`src/rtl/laundry_floor_interface_pkg.sv`:
```
// Shared definitions for the laundry floor interface: floor FSM encodings,
// carrier position codes and timer defaults.
package laundry_floor_interface_pkg;

  localparam logic [1:0] S_IDLE = 2'd0;
  localparam logic [1:0] S_REQ  = 2'd1;
  localparam logic [1:0] S_SENT = 2'd2;
  localparam logic [1:0] S_RET  = 2'd3;

  localparam logic [2:0] AT_DONE = 3'd0;
  localparam logic [2:0] AT_F1   = 3'd1;
  localparam logic [2:0] AT_F2   = 3'd2;
  localparam logic [2:0] AT_F3   = 3'd3;
  localparam logic [2:0] AT_F4   = 3'd4;
  localparam logic [2:0] AT_IDLE = 3'd5;

  localparam int FLOOR_TIMEOUT_DEF = 10;
  localparam int WASH_TIME_DEF     = 50;
  localparam int CNT_W_DEF         = 6;

  // Floor index 0..3 maps onto the carrier position code AT_F1..AT_F4.
  function automatic logic [2:0] floor_code(input int idx);
    return 3'(idx + 1);
  endfunction

endpackage

```
`src/rtl/laundry_floor_station.sv`:
```
// One floor's pickup/return FSM: call -> bag handed over -> washing -> collected.
module laundry_floor_station
  import laundry_floor_interface_pkg::*;
#(
  parameter logic [2:0] FLOOR_ID = AT_F1
) (
  input  logic       clk,
  input  logic       reset,
  input  logic       call_btn,
  input  logic       bag_loaded,
  input  logic       pickup,
  input  logic [2:0] at_floor,
  input  logic       wash_done,
  output logic       req_laundry,
  output logic       send,
  output logic       return_ready
);

  logic [1:0] state_reg, state_next;

  // FLOOR_ID is always 1..4, so idle/done/unused position codes never match.
  assign send         = (state_reg == S_REQ) && (at_floor == FLOOR_ID) && bag_loaded;
  assign req_laundry  = (state_reg == S_REQ);
  assign return_ready = (state_reg == S_RET);

  always_comb begin
    state_next = state_reg;
    case (state_reg)
      S_IDLE:  if (call_btn)  state_next = S_REQ;
      S_REQ:   if (send)      state_next = S_SENT;
      S_SENT:  if (wash_done) state_next = S_RET;
      S_RET:   if (pickup)    state_next = S_IDLE;
      default:                state_next = S_IDLE;
    endcase
  end

  always_ff @(posedge clk or negedge reset) begin
    if (!reset) state_reg <= S_IDLE;
    else        state_reg <= state_next;
  end

endmodule

```
`src/rtl/laundry_floor_interface.sv`:
```
// Floor-side interface for the laundry collection controller: four floor
// stations plus the shared dwell/wash timer.
module laundry_floor_interface
  import laundry_floor_interface_pkg::*;
#(
  parameter int FLOOR_TIMEOUT = FLOOR_TIMEOUT_DEF,
  parameter int WASH_TIME     = WASH_TIME_DEF,
  parameter int CNT_W         = CNT_W_DEF
) (
  input  logic       clk,
  input  logic       reset,
  input  logic [3:0] call_btn,
  input  logic [3:0] bag_loaded,
  input  logic [3:0] pickup,
  input  logic [2:0] at_floor,
  input  logic       clear,
  input  logic       wash_done,
  output logic [3:0] req_laundry,
  output logic [3:0] send,
  output logic [3:0] return_ready,
  output logic       count_eq10,
  output logic       count_eq50
);

  logic [CNT_W-1:0] cnt_reg;

  for (genvar gi = 0; gi < 4; gi++) begin : g_floor
    laundry_floor_station #(
      .FLOOR_ID(floor_code(gi))
    ) u_station (
      .clk         (clk),
      .reset       (reset),
      .call_btn    (call_btn[gi]),
      .bag_loaded  (bag_loaded[gi]),
      .pickup      (pickup[gi]),
      .at_floor    (at_floor),
      .wash_done   (wash_done),
      .req_laundry (req_laundry[gi]),
      .send        (send[gi]),
      .return_ready(return_ready[gi])
    );
  end

  // Saturates at all-ones so a long idle period cannot wrap into a false match.
  always_ff @(posedge clk or negedge reset) begin
    if (!reset)                  cnt_reg <= '0;
    else if (clear)              cnt_reg <= '0;
    else if (cnt_reg != {CNT_W{1'b1}}) cnt_reg <= cnt_reg + 1'b1;
  end

  assign count_eq10 = (cnt_reg == CNT_W'(FLOOR_TIMEOUT));
  assign count_eq50 = (cnt_reg == CNT_W'(WASH_TIME));

endmodule

```
`config.mk`:
```
export PLATFORM = sky130hd
export DESIGN_NAME = laundry_floor_interface
export DESIGN_NICKNAME = d
export VERILOG_FILES = /design/src/rtl/laundry_floor_interface_pkg.sv /design/src/rtl/laundry_floor_station.sv /design/src/rtl/laundry_floor_interface.sv
export SDC_FILE = /design/constraint.sdc
export NUM_CORES = 1
export LEC_CHECK = 0
export CAP_MARGIN = 0
export CORE_UTILIZATION = 45
export CTS_CLUSTER_SIZE = 14
export DETAILED_ROUTE_END_ITERATION = 7
export HOLD_SLACK_MARGIN = 0.08
export MAX_ROUTING_LAYER = met4
export PLACE_DENSITY = 0.74
export REMOVE_ABC_BUFFERS = 1
export SLEW_MARGIN = 20
export SYNTH_ARGS = -nofsm -noshare
export SYNTH_HDL_FRONTEND = slang
export SYNTH_SLANG_ARGS = --single-unit
```
`constraint.sdc`:
```
create_clock -name clk -period 4.7 [get_ports clk]
set_clock_uncertainty 0.1 [all_clocks]
set_input_delay 0.94 -clock clk [delete_from_list [all_inputs] [get_ports clk]]
set_output_delay 0.94 -clock clk [all_outputs]
set_load 0.01 [all_outputs]
```
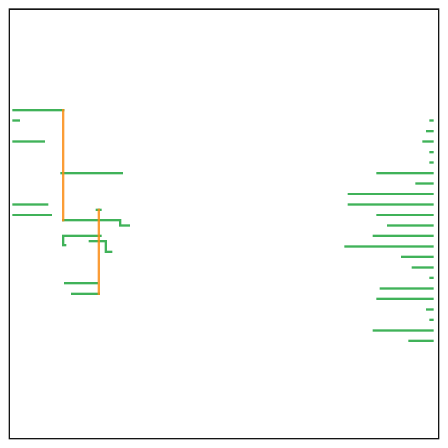
layers.png
Two of the layers only.
green -> M3  # wire length 153 µm
orange -> M4  # wire length 25.2 µm
total vias in the final route: 927
final wirelength: 2200 µm

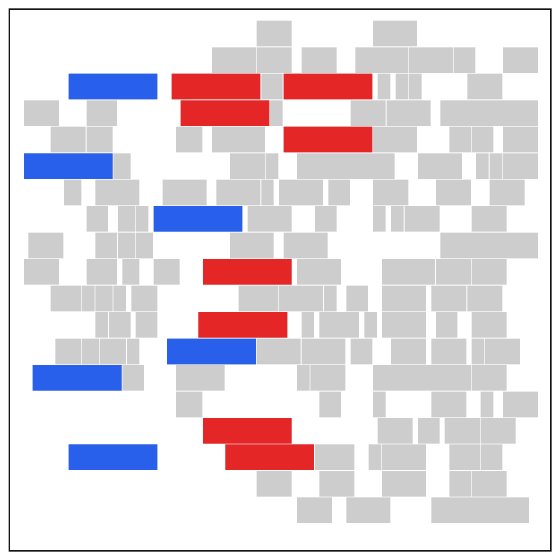
ff_map.png
red -> g_floor.u_station.state_reg  # flops 8
blue -> cnt_reg  # flops 6
sequential cell area: 350 µm²
sequential group power: 0.200 mW

==> run summary <==
The run has ended; figures from its reports follow.

The run finished with clean final reports. Setup repair after global routing left no endpoint under its margin. The routing layer with the top usage in global route is met2. The slew of the pin with the lowest slew margin came out at 0.632 ns. The non-clock inverter total of the final layout is 14. STA classifies the critical path endpoint as an output pin. The number of cells on the worst reg-to-reg path is 5. The class of the tightest hold or removal check is reg -> reg.

The post-layout total power came out at 0.750 mW. The detailed router finished its first iteration with 30 violations. The layout has 4 clock buffers. The leakage power of the design is 0.702 nW. The portion of total power attributed to the clock network is 0.111. The critical path depth came out at 4.

The routability congestion estimate from global placement came out at 0.832. The die footprint is 0.00308 mm². For this run, global-route usage on met3 was measured as 0.0351.

The first global-routing pass estimated 3960 µm of wire. For this sky-water flow run, the detailed-routed wirelength per cell is reported as between 10 and 15 µm. The number of port buffers came out at 32. The portion of netlist area occupied by mux cells is 0.0642. The number of endpoints with negative hold slack in the final report came out at 0. The final number of max-transition violations came out at 0.

During I/O placement, the number of pins put on the boundary was 33. The number of unique standard cell types used by synthesis came out at 32. The smallest clock period supported by the final layout is computed as 3.63 ns. The row count is 19.

The number of buffers inserted for hold repair after clock tree synthesis came out at 0. Among cell families on the critical path, the largest total delay comes from buffers and inverters. The achievable frequency is 275 MHz. After synthesis, the mean cell area works out to ~11 µm². The internal power component is 0.472 mW. The fraction of layout cells with a size suffix above 1 came out at 0.0828. The flop count is 14.

The total iterations of the first detailed-routing run came out at 4. The area fraction of the largest cell type after synthesis is 0.272. The post-route antenna net violation count is 0. The met1 routed wirelength after detailed routing is 878 µm. The number of vias per cell after detailed routing came out at 5.27.

Entering global routing, the biggest net connects 15 pins. The adder-cell area share of the yosys netlist is 0.214. The most common logic cells in the final layout are sky130_fd_sc_hd__clkdlybuf4s50_1 (32), sky130_fd_sc_hd__ha_1 (22), sky130_fd_sc_hd__inv_1 (14), sky130_fd_sc_hd__dfrtp_1 (14), sky130_fd_sc_hd__nor2b_1 (9). The sequential power share came out at 0.267. The pre-CTS worst setup slack came out at 1.07 ns.

In the global route stage, overall resource usage came out at 0.164. The post-placement cell area is around 0.0016 mm². The switching part of the total came out at 0.370. The maximum vdd ir drop is 0.385 mV.

The count of non-filler cells in the finished layout is 176. Per the layout area report, the combinational fraction of cell area is 0.498. The total buffers and inverters traversed by the critical path came out at 2.

STA classifies the critical path startpoint as an input pin. The post-detailed-route DRC marker count is 0. For this run the aggregate overflow at the end of global routing stands at 0. The critical path in the final layout is reported with a setup slack of between 1 and 1.5 ns. The combinational power is 0.466 mW.

Following the worst setup path forward leads to its endpoint at send[0]. The count of max-cap constraint violations is 0. After routing the design area is 0.00159 mm². The report lists the cells along the critical path as clkdlybuf4s50_1 > nor4bb_1 > and2_1 > clkdlybuf4s50_1. The buffer share of cell area came out at 0.201. The cell chosen for the clock root is sky130_fd_sc_hd__clkbuf_4. Non-clock buffers in the final layout number 32. Per the skew report, the later register of the worst-skew pair sees a clock latency of 0.27 ns. The number of flip-flops in the largest register came out at 8. The share of flip-flops with an asynchronous set or reset after synthesis is 1.00. Note, the detailed placer reported a final HPWL of 1860 µm. Of the synthesized area, sequential elements account for 0.272. The layout net count is about 190. The worst hold path begins at g_floor[0].u_station.state_reg[1]$_DFFE_PN0P_. Looking at the cell usage after synthesis, the top flip-flop cell is sky130_fd_sc_hd__dfrtp_1.

The commonest cells after synthesis are sky130_fd_sc_hd__ha_1 (22), sky130_fd_sc_hd__dfrtp_1 (14), sky130_fd_sc_hd__inv_1 (14), sky130_fd_sc_hd__buf_4 (12), sky130_fd_sc_hd__nor2b_1 (9). The final worst-path cycle share came out at 0.773. Wire segments on met3 add up to about 150 µm in the final route. The register share of the cell area came out at 0.220. The library cell occupying the most area in the post-synthesis netlist is sky130_fd_sc_hd__dfrtp_1. The critical path data arrival time is 2.59 ns. Per the STA report, the cell with the highest stage delay on the worst path is sky130_fd_sc_hd__clkdlybuf4s50_1. The tally of OpenROAD warnings came out at 42. The maximum fanout count along the critical path came out at 4. The net switching power of the design came out at 0.277 mW. Per the CTS log, the buffer count on the longest clock path is 2. The clock edge transition at the registers on the reported setup and hold paths came out at 0.08 ns. The count of H-tree levels built during CTS is 1. According to the cell report, the number of logic gates is slightly above 80.

For reference, the top logic cell family by area is adder cells. The worst register-to-register path ends at g_floor[3].u_station.state_reg[1]$_DFFE_PN0P_. The report lists the power per cell area as around 470 mW/mm². The largest part of the power goes to combinational logic. The area growth from synthesis to layout is 23.7%. Once synthesis finished, the tally of register bits stood at 14. The area taken by multi-input logic gates came out at 793 µm². The register-to-register setup slack came out at about 2.9 ns. The simple-gate share of the synthesized area is 0.201. The critical setup path kind is in -> out. The number of cells upsized or downsized after cts is 0. The launch point of the critical path was reported as at_floor[1]. The die extent in x is 55.5 µm.

The required time at the worst-slack endpoint came out at between 3 and 4 ns. The combinational group share of total power is 0.621. Per the area breakdown, the dominant cell category is combinational gates. The number of fill cells in the layout came out at around 240. The worst hold margin came out at 0.459 ns.

The clock-cell share of area came out at 0.0228. The number of global-route vias before repair came out at approximately 940. Across all checked pins, the minimum headroom to the slew limit is 0.578.

The stage delay of the slowest cell on the critical path is 0.52 ns. The vertical die dimension is between 50 and 60 µm. The area of the synthesized netlist per yosys stat is 0.00129 mm². The total negative slack for setup checks is 0 ns. Among all cell types in the netlist, the one instantiated most often is sky130_fd_sc_hd__ha_1. The count of mapped cells out of synthesis is around 120. The number of failing setup endpoints in the final timing report is 0. TritonCTS built the clock tree. The fraction of synthesized cell area in xor and xnor cells came out at 0.00681.

The top cell type in the final layout, fill and taps aside, is sky130_fd_sc_hd__clkdlybuf4s50_1. The global-route track usage on met1 is 0.173. The detailed-routed wire length on met2 came out at 1150 µm. The path with the worst hold slack has its endpoint at g_floor[0].u_station.state_reg[1]$_DFFE_PN0P_. The number of antenna repair diodes came out at 0. Counting every sink on the clock net gives 14. The final core utilization is 0.582. The number of enable flip-flop cells came out at 0. Per the placement report, the placed cell count is 172. The launching point of the worst reg2reg path is g_floor[3].u_station.state_reg[0]$_DFFE_PN0P_.

The cell-mix breakdown from Yosys lists the compound-gate area share as 0.130. Counting stages on the worst path, the most repeated cell is sky130_fd_sc_hd__clkdlybuf4s50_1. The number of setup buffers added after CTS came out at 0.

The count of cells along the worst hold path came out at 1. The synthesized netlist occupies a cell area of 0.00129 mm². For met2 alone, demand over resource in global routing was 0.294.

The power attributed to the clock group came out at 0.0836 mW. Tap insertion was completed with 31 tapcells. The initial antenna violation count came to 0.

The highest layer used for signal routing is met4. The floorplan core density came out at 0.470. Clock tree synthesis inserted a total of 3 buffers. The synth_stat.txt file lists the number of cells as 121. The warning count from the yosys run came out at 0.
No activity file was given, so power comes from the tool's default toggle rates.
